==> src/rtl/button_sr_driver_pkg.sv <==
// ---------------------------------------------------------------------------
// sr_drv_pkg -- shared constants and types for the push-button SR driver.
//   DEBOUNCE_CYCLES_DEFAULT : stable cycles needed before a debounced level flips
//   CNT_W                   : width of each channel's debounce counter
//   SYNC_STAGES             : depth of the input synchronizer
//   req_kind_t / classify_req : names the four possible request combinations
// ---------------------------------------------------------------------------
package sr_drv_pkg;

  localparam int DEBOUNCE_CYCLES_DEFAULT = 4;
  localparam int CNT_W                   = 8;
  localparam int SYNC_STAGES             = 2;

  typedef enum logic [1:0] {
    REQ_NONE = 2'b00,
    REQ_SET  = 2'b01,
    REQ_RST  = 2'b10,
    REQ_BOTH = 2'b11
  } req_kind_t;

  // Folds the two per-channel requests into one enum so the arbiter can
  // switch on a named case instead of a raw bit pair.
  function automatic req_kind_t classify_req(input logic set_req, input logic rst_req);
    return req_kind_t'({rst_req, set_req});
  endfunction

endpackage

==> src/rtl/button_sr_driver_if.sv <==
// ---------------------------------------------------------------------------
// button_sr_driver_if -- groups the raw buttons and the latch-side pulses.
//   btn_set, btn_rst : raw asynchronous push-buttons (driven by master)
//   S, R             : one-cycle set/reset pulses to the SR latch (driven by slave)
//   conflict         : one-cycle flag, both requests collided and were dropped
// The driver block itself uses the slave view.
// ---------------------------------------------------------------------------
interface button_sr_driver_if;

  logic btn_set;
  logic btn_rst;
  logic S;
  logic R;
  logic conflict;

  modport master (output btn_set, output btn_rst, input S, input R, input conflict);
  modport slave  (input btn_set, input btn_rst, output S, output R, output conflict);

endinterface

==> src/rtl/button_sr_driver_debounce.sv <==
// ---------------------------------------------------------------------------
// debounce_cell -- synchronizer, debounce counter and rise detector for one
// push-button.
//   clk, rst : clock and asynchronous active-high reset
//   din      : raw button input
//   level    : debounced button level
//   rise     : one-cycle pulse in the cycle after level goes 0 -> 1
// ---------------------------------------------------------------------------
module debounce_cell
  import sr_drv_pkg::*;
#(
  parameter int DEBOUNCE_CYCLES = DEBOUNCE_CYCLES_DEFAULT
) (
  input  logic clk,
  input  logic rst,
  input  logic din,
  output logic level,
  output logic rise
);

  localparam logic [CNT_W-1:0] LAST_COUNT = CNT_W'(DEBOUNCE_CYCLES - 1);

  logic [SYNC_STAGES-1:0] sync_q;
  logic                   sync2;
  logic                   deb;
  logic [CNT_W-1:0]       cnt;

  assign sync2 = sync_q[SYNC_STAGES-1];
  assign level = deb;

  // Shift the raw button through the synchronizer, then count how many
  // consecutive edges the synchronized value has disagreed with the
  // debounced level. Any agreement (a bounce back) restarts the count.
  // When the count completes the level flips and the counter clears in the
  // same edge, so cnt never reaches DEBOUNCE_CYCLES. rise is registered at
  // that same edge and only for a 0 -> 1 flip, giving exactly one pulse per
  // debounced press and none on release.
  always_ff @(posedge clk or posedge rst) begin
    if (rst) begin
      sync_q <= '0;
      deb    <= 1'b0;
      cnt    <= '0;
      rise   <= 1'b0;
    end else begin
      sync_q <= {sync_q[SYNC_STAGES-2:0], din};
      rise   <= 1'b0;
      if (sync2 == deb) begin
        cnt <= '0;
      end else if (cnt == LAST_COUNT) begin
        deb  <= ~deb;
        cnt  <= '0;
        rise <= ~deb;
      end else begin
        cnt <= cnt + CNT_W'(1);
      end
    end
  end

endmodule

==> src/rtl/button_sr_driver.sv <==
// ---------------------------------------------------------------------------
// button_sr_driver -- turns two bouncing push-buttons into clean one-cycle
// set/reset pulses for a downstream SR latch, never asserting both at once.
//   clk, rst : clock and asynchronous active-high reset
//   bus      : slave view of button_sr_driver_if
//              (btn_set, btn_rst in; S, R, conflict out)
// Parameter DEBOUNCE_CYCLES (1..255): stable cycles before a level changes.
// ---------------------------------------------------------------------------
module button_sr_driver
  import sr_drv_pkg::*;
#(
  parameter int DEBOUNCE_CYCLES = DEBOUNCE_CYCLES_DEFAULT
) (
  input  logic                clk,
  input  logic                rst,
  button_sr_driver_if.slave   bus
);

  logic set_level, set_rise;
  logic rst_level, rst_rise;
  logic set_req, rst_req;
  logic s_next, r_next, conflict_next;
  logic s_q, r_q, conflict_q;

  debounce_cell #(.DEBOUNCE_CYCLES(DEBOUNCE_CYCLES)) u_set (
    .clk   (clk),
    .rst   (rst),
    .din   (bus.btn_set),
    .level (set_level),
    .rise  (set_rise)
  );

  debounce_cell #(.DEBOUNCE_CYCLES(DEBOUNCE_CYCLES)) u_rst (
    .clk   (clk),
    .rst   (rst),
    .din   (bus.btn_rst),
    .level (rst_level),
    .rise  (rst_rise)
  );

  // A request is a rise that is still backed by a high debounced level; the
  // two always coincide, the qualification just keeps the request tied to
  // the level it came from.
  assign set_req = set_rise & set_level;
  assign rst_req = rst_rise & rst_level;

  // Arbitrate the two requests. A lone request passes through; simultaneous
  // requests are both dropped and flagged so the latch simply holds.
  always_comb begin
    s_next        = 1'b0;
    r_next        = 1'b0;
    conflict_next = 1'b0;
    case (classify_req(set_req, rst_req))
      REQ_SET:  s_next        = 1'b1;
      REQ_RST:  r_next        = 1'b1;
      REQ_BOTH: conflict_next = 1'b1;
      default:  ;
    endcase
  end

  // Register the arbitration result so the latch sees glitch-free pulses.
  always_ff @(posedge clk or posedge rst) begin
    if (rst) begin
      s_q        <= 1'b0;
      r_q        <= 1'b0;
      conflict_q <= 1'b0;
    end else begin
      s_q        <= s_next;
      r_q        <= r_next;
      conflict_q <= conflict_next;
    end
  end

  assign bus.S        = s_q;
  assign bus.R        = r_q;
  assign bus.conflict = conflict_q;

endmodule

==> src/flat_wrapper.sv <==
// flat-port wrapper written by rule: the top's interface ports become plain ports
module button_sr_driver_flat import sr_drv_pkg::*;
#(
  parameter int DEBOUNCE_CYCLES = DEBOUNCE_CYCLES_DEFAULT
)
  (clk, rst, bus_btn_set, bus_btn_rst, bus_S, bus_R, bus_conflict);
  button_sr_driver_if bus_i ();
  input  logic clk;
  input  logic rst;
  input wire logic [$bits(bus_i.btn_set)-1:0] bus_btn_set;
  input wire logic [$bits(bus_i.btn_rst)-1:0] bus_btn_rst;
  output wire logic [$bits(bus_i.S)-1:0] bus_S;
  output wire logic [$bits(bus_i.R)-1:0] bus_R;
  output wire logic [$bits(bus_i.conflict)-1:0] bus_conflict;
  assign bus_i.btn_set = bus_btn_set;
  assign bus_i.btn_rst = bus_btn_rst;
  assign bus_S = bus_i.S;
  assign bus_R = bus_i.R;
  assign bus_conflict = bus_i.conflict;
  button_sr_driver #(.DEBOUNCE_CYCLES(DEBOUNCE_CYCLES)) u_core (.clk(clk), .rst(rst), .bus(bus_i));
endmodule
==> config.mk <==
export PLATFORM = sky130hd
export DESIGN_NAME = button_sr_driver_flat
export DESIGN_NICKNAME = d
export VERILOG_FILES = /design/src/rtl/button_sr_driver_pkg.sv /design/src/rtl/button_sr_driver_if.sv /design/src/rtl/button_sr_driver_debounce.sv /design/src/rtl/button_sr_driver.sv /design/src/flat_wrapper.sv
export SDC_FILE = /design/constraint.sdc
export NUM_CORES = 1
export LEC_CHECK = 0
export CAP_MARGIN = 20
export CORE_MARGIN = 2
export CORE_UTILIZATION = 56
export CTS_CLUSTER_SIZE = 28
export DETAILED_ROUTE_END_ITERATION = 8
export MAX_ROUTING_LAYER = met4
export PLACE_DENSITY = 0.76
export SETUP_SLACK_MARGIN = 0.5
export SLEW_MARGIN = 10
export SYNTH_ARGS = -nofsm -noshare
export SYNTH_HDL_FRONTEND = slang
export SYNTH_SLANG_ARGS = --single-unit
==> constraint.sdc <==
create_clock -name clk -period 1.7 [get_ports clk]
set_input_delay 0.34 -clock clk [delete_from_list [all_inputs] [get_ports clk]]
set_output_delay 0.34 -clock clk [all_outputs]
set_load 0.02 [all_outputs]
==> images/sizes.png <==
(6 px per µm)
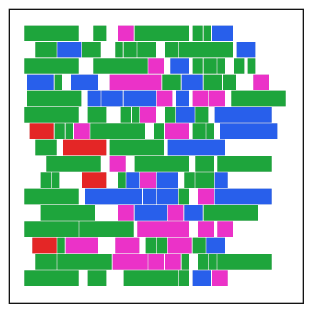
[_6 and larger] red | cells: 4 | most used: buf_6
[_0 and _1 cells] green | cells: 68 | most used: dfrtp_1
[_2 cells] blue | cells: 26 | most used: a21oi_2
[_3 and _4 cells] magenta | cells: 25 | most used: buf_4
area delta synth->final: 32.4%
Buffers, non-clock: 22
Final Cell Area: 1490 µm²
PnR worst setup slack: 0.346 ns

==> images/metal_density.png <==
(8 px per µm) 10 x 10 tiles, from dark purple (low) to yellow (high), scaled to the fullest tile. Values are wire area over tile area, all layers added.
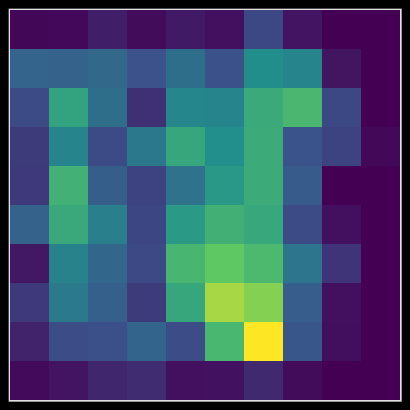
densest ninth of the die: middle
mean over tiles: 0.17
nearly empty tiles: 13%
total number of vias: 877
routed length per instance: 16.7 µm
total track usage: 22.3%
Post-Route WL: 2510 µm

==> changes_impl.md <==
## Implementation

- Last element of the critical path: u_core.u_rst.cnt[5]$_DFF_PP0_
- Clock Power Share: 16.4%
- CP required: 1.95 ns
- Die X-Extent: 48.8 µm
- Avg Cell Area, Syn: 11.6 µm²
- Maxcap violations: 0
- Yosys warning tally: 0
- Synth Net Count: 103
- # IOs: 7
- P_sw: 0.540 mW
- R2R Path Start: u_core.u_rst.cnt[0]$_DFF_PP0_
- Clock skew: 0.00604 ns
- Largest net degree at the start of global routing: 20
- Period utilization: 79.6%
- Via-to-Cell Ratio: 5.85
- Diode count: 0
- Status: finished, final reports clean
- Setup Viol. Count Final: 0
- Vias in the first global route: 865
- Setup crit start kind: flop
- Total grt overflow: 0
- Tot Pwr: 1.65 mW
- Routability congestion estimate: 0.812
- RSZ-0062 raised after global routing: true
- Setup TNS: 0 ns
- Fill count: 124
- Late-Pin Clk Latency: 0.32 ns
- Max clock buf depth: 2
- Pwr Density: 1110 nW/µm²
- Hold Fails Final Rpt: 0
- Crit path capture type: flop
- Hold/Removal Path Class: in -> async
- Final ANT Viol Nets: 0
- CTS root buffer: clkbuf_4
- Peak VDD IR: 0.846 mV
- WS Path Type: reg -> reg
- Flop area: 682 µm²
- Yosys cell count: 97
- TritonCTS clock tree: done
- Post-Synthesis Cells: 97
- First-pass GRT wire length: 3930 µm
- Placed Area: 1260 µm²
- Port bufs: 6
- Antenna violations before repair: 0
- Power share of the combinational group: 33.3%
- Int Pwr: 1.11 mW
==> cell usage after synthesis <==
cell,count,area share [%]
nor2_1,8,2.7
o21ai_0,6,2.7
nand3_1,8,3.6
nor3_1,2,0.89
xnor2_1,3,2.3
and3_2,1,0.67
inv_1,2,0.67
nand2_1,6,2.0
nand4_1,2,1.1
a21oi_1,7,3.1
nor4b_2,2,2.7
nor3b_1,2,1.3
mux2_4,1,1.3
nand2_2,1,0.56
and2_1,1,0.56
xor2_1,5,3.9
or3_1,6,3.3
a21bo_2,2,1.8
ha_1,2,2.2
and3_1,1,0.56
dfrtp_1,27,60
a21oi_2,1,0.78
mux2_2,1,1.0
==> metal layers <==
layer	up-vias	global-route usage [%]	routed length, µm
met1	435	28.6	998
met3	12	2.16	125
met2	38	35.4	1290
met4	0	11.9	94
li1	392	-	-
met5	-	-	0
==> stage by stage <==
stage          worst slack [ns]  instances
6_report                  0.346        150
3_3_place_gp              0.321        131
2_1_floorplan             0.381         97
3_5_place_dp              0.281        131
4_1_cts                   0.395        144
5_1_grt                   0.256        150
==> cell families after synthesis <==
kind of cell             Yosys count  synth area share [%]
AND-OR/OR-AND                     16                  8.36
flip-flops                        27                  60.2
AND/OR/NAND/NOR                   40                  20.0
adder cells (fa/ha/maj)            2                  2.23
XOR/XNOR                           8                  6.24
multiplexers                       2                  2.34
buffers and inverters              2                 0.669
==> power groups by stage <==
stage / clock network, mW / registers, mW / logic (mW)
after floorplan: 0 / 0.828 / 0.256
after global placement: 0 / 0.843 / 0.320
after detailed placement: 0 / 0.851 / 0.331
after CTS: 0.279 / 0.820 / 0.425
after global routing: 0.309 / 0.845 / 0.605
final: 0.271 / 0.831 / 0.549
==> cells in the final DEF (no fill, tap or decap), drive strengths merged, types with 3 or more instances in the layout <==
master and n:
a21oi 8, buf 19, clkbuf 4, clkdlybuf4s50 3, dfrtp 27, nand2 7
nand3 8, nor2 8, o21ai 6, or3 6, xnor2 3, xor2 5
==> what timing repair did <==
action                                  in CTS  in global routing
endpoints found under the hold margin        0                  0
buffers inserted                             9                  6
gates resized                               22                 19
pin swaps                                    5                 10
endpoints found under the setup margin      22                 22
==> cell type report <==
type	instances	share of cell area, %
Inverter	2	0.505
Multi-Input combinational cell	68	36.4
Clock buffer	4	1.77
Tap cell	27	2.27
Sequential cell	27	45.9
Timing Repair Buffer	22	13.2
==> state kept, by name, indices dropped and copies added (netlist names), 2 cells and up <==
name / count
u_core.u_rst.cnt: 8
u_core.u_set.cnt: 8
u_core.u_rst.sync_q: 2
u_core.u_set.sync_q: 2
==> critical path, stage by stage (launching register included) <==
cell and delay [ns]:
dfrtp_1 0.42, ha_2 0.20, nor4b_4 0.13, buf_4 0.14, a21bo_4 0.25, a21oi_2 0.14
No activity file was given, so power comes from the tool's default toggle rates.
